## src/rtl/dcache_pkg.sv

```systemverilog
// Shared definitions for the direct-mapped write-back data cache: address
// fields, FSM encodings and byte-lane helpers.
package dcache_defs;

    localparam int unsigned ADDR_WIDTH      = 8;
    localparam int unsigned INDEX_BITS      = 3;
    localparam int unsigned OFFSET_BITS     = 2;
    localparam int unsigned STAT_WIDTH      = 16;

    localparam int unsigned BYTE_BITS       = 8;
    localparam int unsigned BLOCK_BITS      = 32;
    localparam int unsigned NUM_BLOCKS      = 1 << INDEX_BITS;
    localparam int unsigned TAG_BITS        = ADDR_WIDTH - INDEX_BITS - OFFSET_BITS;
    localparam int unsigned BLOCK_ADDR_BITS = ADDR_WIDTH - OFFSET_BITS;
    localparam int unsigned BYTE_SEL_SHIFT  = 3;

    localparam logic [1:0] DC_IDLE      = 2'd0;
    localparam logic [1:0] DC_WRITEBACK = 2'd1;
    localparam logic [1:0] DC_FETCH     = 2'd2;

    typedef struct packed {
        logic [TAG_BITS-1:0]    tag;
        logic [INDEX_BITS-1:0]  index;
        logic [OFFSET_BITS-1:0] offset;
    } dc_addr_t;

    // Extract one byte lane of a block; lane 0 sits in bits [7:0].
    function automatic logic [BYTE_BITS-1:0] dc_get_byte(
        input logic [BLOCK_BITS-1:0]  blk,
        input logic [OFFSET_BITS-1:0] off
    );
        return blk[{off, 3'b000} +: BYTE_BITS];
    endfunction

endpackage

```

## src/rtl/dcache_store.sv

```systemverilog
// Block storage for dcache: valid/dirty flags (async cleared), tags and data,
// with a byte-write port, a block-install port and combinational lookup.
module dcache_store
    import dcache_defs::*;
(
    input  logic                   clk,
    input  logic                   rst_n,
    input  logic [INDEX_BITS-1:0]  i_index,
    input  logic [TAG_BITS-1:0]    i_tag,
    input  logic                   i_wr_en,
    input  logic [OFFSET_BITS-1:0] i_wr_offset,
    input  logic [BYTE_BITS-1:0]   i_wr_byte,
    input  logic                   i_fill_en,
    input  logic [TAG_BITS-1:0]    i_fill_tag,
    input  logic [BLOCK_BITS-1:0]  i_fill_data,
    output logic                   o_hit,
    output logic                   o_dirty,
    output logic [TAG_BITS-1:0]    o_tag,
    output logic [BLOCK_BITS-1:0]  o_data
);

    logic [NUM_BLOCKS-1:0] r_valid;
    logic [NUM_BLOCKS-1:0] r_dirty;
    logic [TAG_BITS-1:0]   r_tag  [NUM_BLOCKS];
    logic [BLOCK_BITS-1:0] r_data [NUM_BLOCKS];

    // Only the flags are reset; stale tags/data are harmless once invalid.
    always_ff @(posedge clk or negedge rst_n) begin
        if (!rst_n) begin
            r_valid <= '0;
            r_dirty <= '0;
        end else if (i_fill_en) begin
            r_valid[i_index] <= 1'b1;
            r_dirty[i_index] <= 1'b0;
        end else if (i_wr_en) begin
            r_dirty[i_index] <= 1'b1;
        end
    end

    always_ff @(posedge clk) begin
        if (i_fill_en) begin
            r_data[i_index] <= i_fill_data;
            r_tag[i_index]  <= i_fill_tag;
        end else if (i_wr_en) begin
            r_data[i_index][{i_wr_offset, 3'b000} +: BYTE_BITS] <= i_wr_byte;
        end
    end

    assign o_hit   = r_valid[i_index] && (r_tag[i_index] == i_tag);
    assign o_dirty = r_valid[i_index] && r_dirty[i_index];
    assign o_tag   = r_tag[i_index];
    assign o_data  = r_data[i_index];

endmodule

```

## src/rtl/dcache.sv

```systemverilog
// Direct-mapped write-back/write-allocate data cache between a byte CPU port
// and a 32-bit block memory. Define DCACHE_STATS_EN to add hit/miss counters.
module dcache
    import dcache_defs::*;
(
    input  logic                       CLK,
    input  logic                       RESET,
    input  logic                       READ,
    input  logic                       WRITE,
    input  logic [ADDR_WIDTH-1:0]      ADDRESS,
    input  logic [BYTE_BITS-1:0]       WRITEDATA,
    output logic [BYTE_BITS-1:0]       READDATA,
    output logic                       BUSYWAIT,
    output logic                       mem_read,
    output logic                       mem_write,
    output logic [BLOCK_ADDR_BITS-1:0] mem_address,
    output logic [BLOCK_BITS-1:0]      mem_writedata,
    input  logic [BLOCK_BITS-1:0]      mem_readdata,
    input  logic                       mem_busywait
`ifdef DCACHE_STATS_EN
    ,
    output logic [STAT_WIDTH-1:0]      hit_count,
    output logic [STAT_WIDTH-1:0]      miss_count
`endif
);

    logic [1:0]            r_state;
    logic [1:0]            w_next_state;
    logic [TAG_BITS-1:0]   r_miss_tag;
    logic [INDEX_BITS-1:0] r_miss_index;

    dc_addr_t              w_cpu_addr;
    logic                  w_req;
    logic                  w_idle;
    logic [INDEX_BITS-1:0] w_index;
    logic                  w_hit;
    logic                  w_dirty;
    logic [TAG_BITS-1:0]   w_tag;
    logic [BLOCK_BITS-1:0] w_data;
    logic                  w_idle_hit;
    logic                  w_miss_start;
    logic                  w_wr_en;
    logic                  w_fill_en;

    assign w_cpu_addr   = dc_addr_t'(ADDRESS);
    assign w_req        = READ | WRITE;
    assign w_idle       = (r_state == DC_IDLE);
    // Outside IDLE the store is addressed by the latched miss, not the live bus.
    assign w_index      = w_idle ? w_cpu_addr.index : r_miss_index;
    assign w_idle_hit   = w_idle && w_hit;
    assign w_miss_start = w_idle && w_req && !w_hit;
    assign w_wr_en      = w_idle_hit && WRITE;
    assign w_fill_en    = (r_state == DC_FETCH) && !mem_busywait;

    dcache_store u_store (
        .clk         (CLK),
        .rst_n       (RESET),
        .i_index     (w_index),
        .i_tag       (w_cpu_addr.tag),
        .i_wr_en     (w_wr_en),
        .i_wr_offset (w_cpu_addr.offset),
        .i_wr_byte   (WRITEDATA),
        .i_fill_en   (w_fill_en),
        .i_fill_tag  (r_miss_tag),
        .i_fill_data (mem_readdata),
        .o_hit       (w_hit),
        .o_dirty     (w_dirty),
        .o_tag       (w_tag),
        .o_data      (w_data)
    );

    assign BUSYWAIT = w_req && !w_idle_hit;
    assign READDATA = w_idle_hit ? dc_get_byte(w_data, w_cpu_addr.offset) : '0;

    always_ff @(posedge CLK or negedge RESET) begin
        if (!RESET) begin
            r_state <= DC_IDLE;
        end else begin
            r_state <= w_next_state;
        end
    end

    // Latch the missing block so the memory transaction survives a dropped request.
    always_ff @(posedge CLK or negedge RESET) begin
        if (!RESET) begin
            r_miss_tag   <= '0;
            r_miss_index <= '0;
        end else if (w_miss_start) begin
            r_miss_tag   <= w_cpu_addr.tag;
            r_miss_index <= w_cpu_addr.index;
        end
    end

    always_comb begin
        w_next_state  = r_state;
        mem_read      = 1'b0;
        mem_write     = 1'b0;
        mem_address   = '0;
        mem_writedata = '0;
        case (r_state)
            DC_IDLE: begin
                if (w_miss_start) begin
                    w_next_state = w_dirty ? DC_WRITEBACK : DC_FETCH;
                end
            end
            DC_WRITEBACK: begin
                mem_write     = 1'b1;
                mem_address   = {w_tag, r_miss_index};
                mem_writedata = w_data;
                if (!mem_busywait) begin
                    w_next_state = DC_FETCH;
                end
            end
            DC_FETCH: begin
                mem_read    = 1'b1;
                mem_address = {r_miss_tag, r_miss_index};
                if (!mem_busywait) begin
                    w_next_state = DC_IDLE;
                end
            end
            default: begin
                w_next_state = DC_IDLE;
            end
        endcase
    end

`ifdef DCACHE_STATS_EN
    logic [STAT_WIDTH-1:0] r_hit_count;
    logic [STAT_WIDTH-1:0] r_miss_count;
    logic                  r_missed;

    // r_missed suppresses counting the completion hit that follows a fill.
    always_ff @(posedge CLK or negedge RESET) begin
        if (!RESET) begin
            r_hit_count  <= '0;
            r_miss_count <= '0;
            r_missed     <= 1'b0;
        end else if (w_miss_start) begin
            r_missed <= 1'b1;
            if (r_miss_count != '1) begin
                r_miss_count <= r_miss_count + STAT_WIDTH'(1);
            end
        end else if (w_idle) begin
            if (w_req && !r_missed && (r_hit_count != '1)) begin
                r_hit_count <= r_hit_count + STAT_WIDTH'(1);
            end
            r_missed <= 1'b0;
        end
    end

    assign hit_count  = r_hit_count;
    assign miss_count = r_miss_count;
`endif

endmodule

```

## config.mk

```make
export PLATFORM = sky130hd
export DESIGN_NAME = dcache
export DESIGN_NICKNAME = d
export VERILOG_FILES = /design/src/rtl/dcache_pkg.sv /design/src/rtl/dcache_store.sv /design/src/rtl/dcache.sv
export SDC_FILE = /design/constraint.sdc
export NUM_CORES = 1
export LEC_CHECK = 0
export ABC_AREA = 0
export CORE_AREA = 3 3 149 151
export DETAILED_ROUTE_END_ITERATION = 6
export DIE_AREA = 0 0 152 154
export PLACE_DENSITY = 0.85
export REMOVE_ABC_BUFFERS = 1
export SYNTH_ARGS = -nofsm -noshare
export SYNTH_HDL_FRONTEND = slang
export SYNTH_SLANG_ARGS = --single-unit
export TNS_END_PERCENT = 20
```

## constraint.sdc

```tcl
create_clock -name CLK -period 6.5 [get_ports CLK]
set_clock_uncertainty 0.05 [all_clocks]
set_input_delay 0.65 -clock CLK [delete_from_list [all_inputs] [get_ports CLK]]
set_output_delay 0.65 -clock CLK [all_outputs]
set_load 0.02 [all_outputs]
```

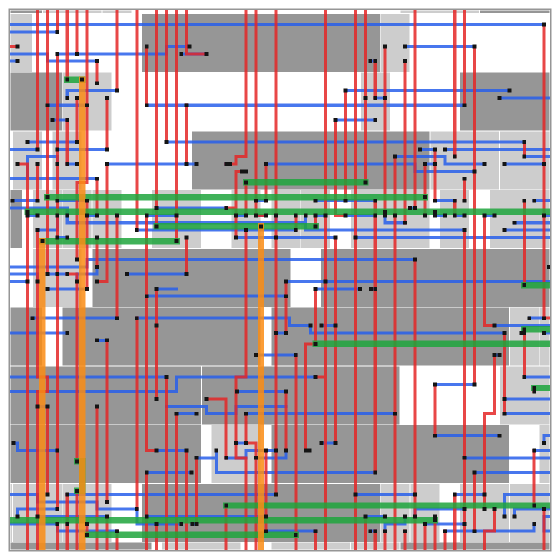
Figure 1: layout detail.
Window x 102 to 127, y 103 to 128 microns. Cells in grey, sequential cells in the stronger grey; small squares are vias.
[metal 3] green
[metal 2] red
[metal 4] orange
[metal 1] blue
sequential cells in the window: 11
netlist names of flops here include: `u_store.r_tag` (7), `u_store.r_valid` (4)
most frequent: nand2_1 (7), edfxtp_1 (7), nor2_1 (6)
cells with their middle in the window: 38

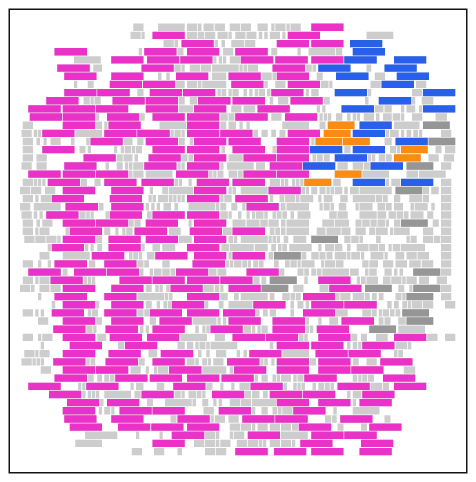
Figure 2: register map, names as in the netlist.
Scale: 3 px per micron. Other sequential cells in the stronger grey, the rest of the logic in the fainter grey.
[`u_store.r_valid`] orange | placed flops: 8
[`u_store.r_data`] magenta | placed flops: 256
[`u_store.r_tag`] blue | placed flops: 24 | where: upper right
not coloured: 16
Flop+latch power: 2.55 mW
Final Util: 73.4%
Storage cell area: 9010 sq um

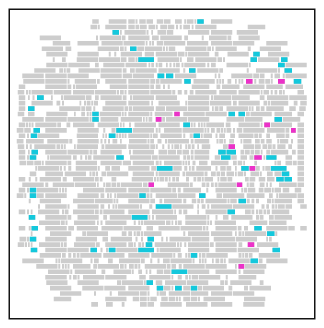
Figure 3: gate-type map.
Scale: 2 px per micron.
[multiplexers] cyan | cells: 67 | most used: mux2i_1 | where: spread over the die
[AND-OR and OR-AND gates] magenta | cells: 13

==> results_slide.txt <==
Synthesis and Place & Route Summary

Yosys
  • Basic Gates by Area: 12.2%
  • Seq cells post-synth: between 300 and 400
  • Post-synthesis cell count: between 1,000 and 1,500
  • Main flop type: edfxtp_1

Cells and area
  • # clk buffers: 39
  • Final Cell Area: between 15,000 and 20,000 sq um
  • N_diodes: 0
  • Gate Area: between 3000 and 4000 sq um
  • Sequential cells: between 300 and 400
  • Ratio of cells with drive above 1 in the final layout: around a tenth

Power
  • Leading power group: combinational logic
  • Pwr Density: about 450 nW/um^2
  • Leakage power: 5.40 nW
  • Switch share: between 30 and 40%

Route
  • Drt pass-1 iters: 6
  • Iter 0 DRT Violations: about 1,600

CTS
  • Max clock buf depth: 3
  • CTS tree: built
  • Post-CTS Hold Fix Bufs: 0

GRT
  • Antenna violations before repair: 0
  • Vias in the first global route: 9,189
  • First-pass GRT wire length: 57.3 mm

Setup path
  • Critical path arrival: approximately 5500 ps
  • CP delay by family, top: buffers and inverters
  • CP endpoint: READDATA[1]
  • WP depth: 13

STA
  • Worst-Margin Slew: ~1200 ps

Outcome
  • Status: finished clean

Die
  • Ports: slightly above 100
  • Core footprint: about 21,000 sq um

Placement
  • Final GP Congestion: between 0.9 and 1
  • Placement Cell Area: 14,500 sq um
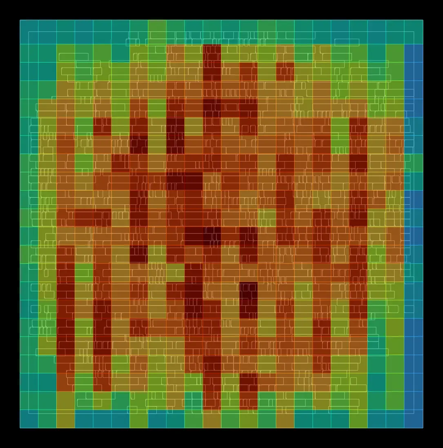
Figure 4: routing congestion map.
total track usage: 32.8%
GR Layer Usage met1: 43.7%

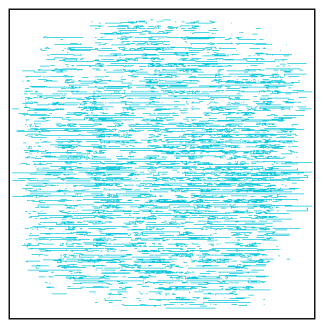
Figure 5: M1 wires.
Scale: 2 px per micron.
longest straight run: 47.8 microns
nets with wire on the layer: 1,062
share of all routed wire: 33%
routed via count: 9,711
routed wire length: 39.6 mm

-- per-stage QoR --
| stage | power, mW | hold slack (ps) | std cells | util [%] | setup slack, ps |
|---|---|---|---|---|---|
| 2_1_floorplan | 4.09 | 304 | 948 | - | 1060 |
| 3_3_place_gp | 5.13 | 404 | 1343 | 69.1 | 959 |
| 3_5_place_dp | 5.21 | 404 | 1343 | 69.1 | 913 |
| 4_1_cts | 6.83 | 419 | 1396 | 73.4 | 442 |
| 5_1_grt | 7.11 | 428 | 1396 | 73.4 | 159 |
| 6_report | 6.95 | 418 | 1396 | 73.4 | 261 |
-- sequential cells by signal, summed over array words and instances (netlist names), named ones only --
signal and flops:
r_miss_tag 3, u_store.r_data 256, r_miss_index 3, r_state 2
u_store.r_valid 8, u_store.r_tag 24
Power figures rest on the tool's default switching activity, not on a simulated workload.
